### The metal 3 layer

Drawn at 4 px/um.
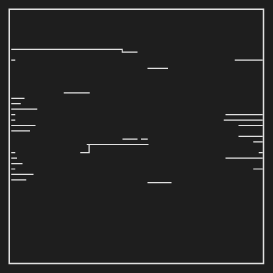
### Logic cells by family

Drawn at 8 px/um.
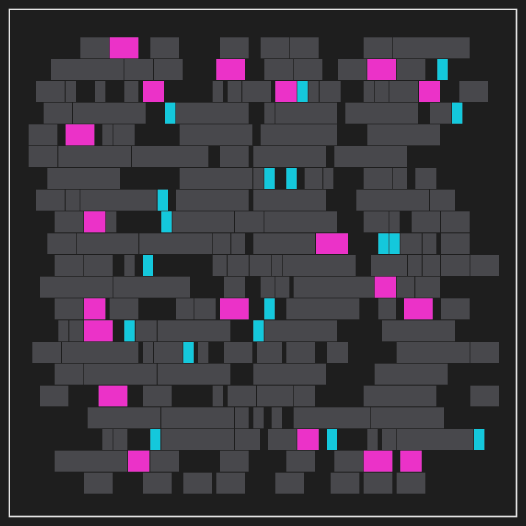
$ cat src/rtl/intr_ctrl.sv
// Parametrised interrupt controller: edge/level sources with software set and clear,
// sticky overflow, lowest-index priority ID and a pulse (rate-limited) or level CPU output.
module intr_ctrl #(
  parameter int                 NUM_SRC   = 8,
  parameter logic [NUM_SRC-1:0] SRC_EDGE  = '1,
  parameter bit                 PULSE_OUT = 1'b1,
  parameter int                 HOLDOFF_W = 4,
  parameter int                 ID_W      = (NUM_SRC > 1) ? $clog2(NUM_SRC) : 1
) (
  input  logic                 clk,
  input  logic                 reset_i,
  input  logic [NUM_SRC-1:0]   intr_src_i,
  input  logic [NUM_SRC-1:0]   intr_set_i,
  input  logic [NUM_SRC-1:0]   intr_clear_i,
  input  logic [NUM_SRC-1:0]   intr_mask_i,
  input  logic [HOLDOFF_W-1:0] holdoff_i,
  output logic [NUM_SRC-1:0]   intr_status_o,
  output logic [NUM_SRC-1:0]   intr_ovf_o,
  output logic                 intr_pending_o,
  output logic [ID_W-1:0]      intr_id_o,
  output logic                 bus_intr_o
);

  logic [NUM_SRC-1:0]   r_src_q;
  logic [NUM_SRC-1:0]   r_status;
  logic [NUM_SRC-1:0]   r_ovf;
  logic [NUM_SRC-1:0]   r_pend_q;
  logic [ID_W-1:0]      r_id;
  logic                 r_bus;
  logic                 r_deferred;
  logic [HOLDOFF_W-1:0] r_cnt;

  logic [NUM_SRC-1:0]   w_ev;
  logic [NUM_SRC-1:0]   w_pend;
  logic [NUM_SRC-1:0]   w_rise;
  logic [ID_W-1:0]      w_id;
  logic                 w_fire;

  // Set by a rising edge (edge sources), by the level itself (level sources) or by software
  assign w_ev   = (SRC_EDGE & intr_src_i & ~r_src_q) | (~SRC_EDGE & intr_src_i) | intr_set_i;
  assign w_pend = r_status & intr_mask_i;
  assign w_rise = w_pend & ~r_pend_q;
  assign w_fire = (r_cnt == '0) && ((|w_rise) || (r_deferred && (|w_pend)));

  always_comb begin
    w_id = '0;
    for (int i = NUM_SRC - 1; i >= 0; i--) begin
      if (w_pend[i]) w_id = ID_W'(i);
    end
  end

  // src_q resets high so a source already asserted at reset release is not an edge
  always_ff @(posedge clk or posedge reset_i) begin
    if (reset_i) begin
      r_src_q  <= '1;
      r_status <= '0;
      r_ovf    <= '0;
      r_pend_q <= '0;
      r_id     <= '0;
    end else begin
      r_src_q  <= intr_src_i;
      r_status <= (r_status | w_ev) & ~intr_clear_i;
      r_ovf    <= (r_ovf | (w_ev & r_status)) & ~intr_clear_i;
      r_pend_q <= w_pend;
      r_id     <= w_id;
    end
  end

  if (PULSE_OUT) begin : g_pulse
    // Rises during holdoff are remembered and served once the counter expires, if still pending
    always_ff @(posedge clk or posedge reset_i) begin
      if (reset_i) begin
        r_bus      <= 1'b0;
        r_cnt      <= '0;
        r_deferred <= 1'b0;
      end else if (w_fire) begin
        r_bus      <= 1'b1;
        r_cnt      <= holdoff_i;
        r_deferred <= 1'b0;
      end else begin
        r_bus <= 1'b0;
        if (r_cnt != '0) begin
          r_cnt      <= r_cnt - 1'b1;
          r_deferred <= r_deferred | (|w_rise);
        end else begin
          r_deferred <= 1'b0;
        end
      end
    end
  end else begin : g_level
    always_ff @(posedge clk or posedge reset_i) begin
      if (reset_i) begin
        r_bus      <= 1'b0;
        r_cnt      <= '0;
        r_deferred <= 1'b0;
      end else begin
        r_bus      <= |w_pend;
        r_cnt      <= '0;
        r_deferred <= 1'b0;
      end
    end
  end

  assign intr_status_o  = r_status;
  assign intr_ovf_o     = r_ovf;
  assign intr_pending_o = |w_pend;
  assign intr_id_o      = r_id;
  assign bus_intr_o     = r_bus;

endmodule

$ cat config.mk
export PLATFORM = sky130hd
export DESIGN_NAME = intr_ctrl
export DESIGN_NICKNAME = d
export VERILOG_FILES = /design/src/rtl/intr_ctrl.sv
export SDC_FILE = /design/constraint.sdc
export NUM_CORES = 1
export LEC_CHECK = 0
export ABC_CLOCK_PERIOD_IN_PS = 4700
export CORE_MARGIN = 2
export CORE_UTILIZATION = 48
export DETAILED_ROUTE_END_ITERATION = 8
export HOLD_SLACK_MARGIN = 0.06
export PLACE_DENSITY_LB_ADDON = 0.25
export SLEW_MARGIN = 10
export SYNTH_ARGS = -nofsm -noshare
export SYNTH_HDL_FRONTEND = slang
export SYNTH_SLANG_ARGS = --single-unit
$ cat constraint.sdc
create_clock -name clk -period 4.7 [get_ports clk]
set_input_delay 0.94 -clock clk [delete_from_list [all_inputs] [get_ports clk]]
set_output_delay 0.94 -clock clk [all_outputs]
set_load 0.01 [all_outputs]
==> impl_metrics.ini <==
; implementation run metrics
[route]
ant_nets = 0
dr.max_layer_used = met4
drtIter0Drc = 36

[clocking]
clk-insertion-delay-late_ps = 340
cts_hold_buf = 0
cts_num_sinks = 41
clockBufferDepth = 2
cts_root_buffer = clkbuf_4

[floorplanning]
fp-utilization_pct = 50.04
ios = 59
core-area_sq_um = 3363
rows = 21
die_area_sq_um = 3996

[pwr]
p_comb_uw = 204
power_sequential_uw = 436
p_clk_uw = 159
pwr-share-clk_pct = 19.9
power_leader = registers

[synth]
top_cell_area_share_pct = 49.07
synth_area_per_cell_sq_um = 12.37
yosys_warnings = 0
mux_share_pct = 0

[critical_path]
cp-start-kind = input port
rr_startpoint = intr_status_o[5]$_DFF_PP0_
slowest_delay_ps = 510
worst-setup-path-type = input port to output pin
crit_start = intr_mask_i[5]
reg2reg_slack_ps = 2710

[final_layout]
area_growth_pct = 41.04
nFillCells = 266
layout-drive-gt1-share_pct = 14.85
num-nets-final = 240
final_util_pct = 70.57

[global_route]
antenna_found_initial = 0
grt_pass1_vias = 1310
met2_usage_pct = 32.05

[worst_hold_path]
hold_path_class = register to register

[sta]
worst_clock_skew_ps = 2.809
setup_violations = 0

[place]
gp_congestion = 0.8067

[run_status]
status = finished, final reports clean
About 'The metal 3 layer':
main direction: horizontal
share of all routed wire: 4.9%
longest straight run: 27.6 um
nets with wire on the layer: 26
wire length on this layer: 160 um
routed vias: 1229
met3 usage: 4.821%
final WL: 3244 um

About 'Logic cells by family':
| colour | family | cells |
|---|---|---|
| magenta | non-inverting ao/oa cells | 19 |
| cyan | inv cells | 18 |
Finished Layout Cells: 248
combinational share of cell area: 24.25%
Commonest Layout Cell: clkdlybuf4s50_1

Power and IR drop assume default switching activity.
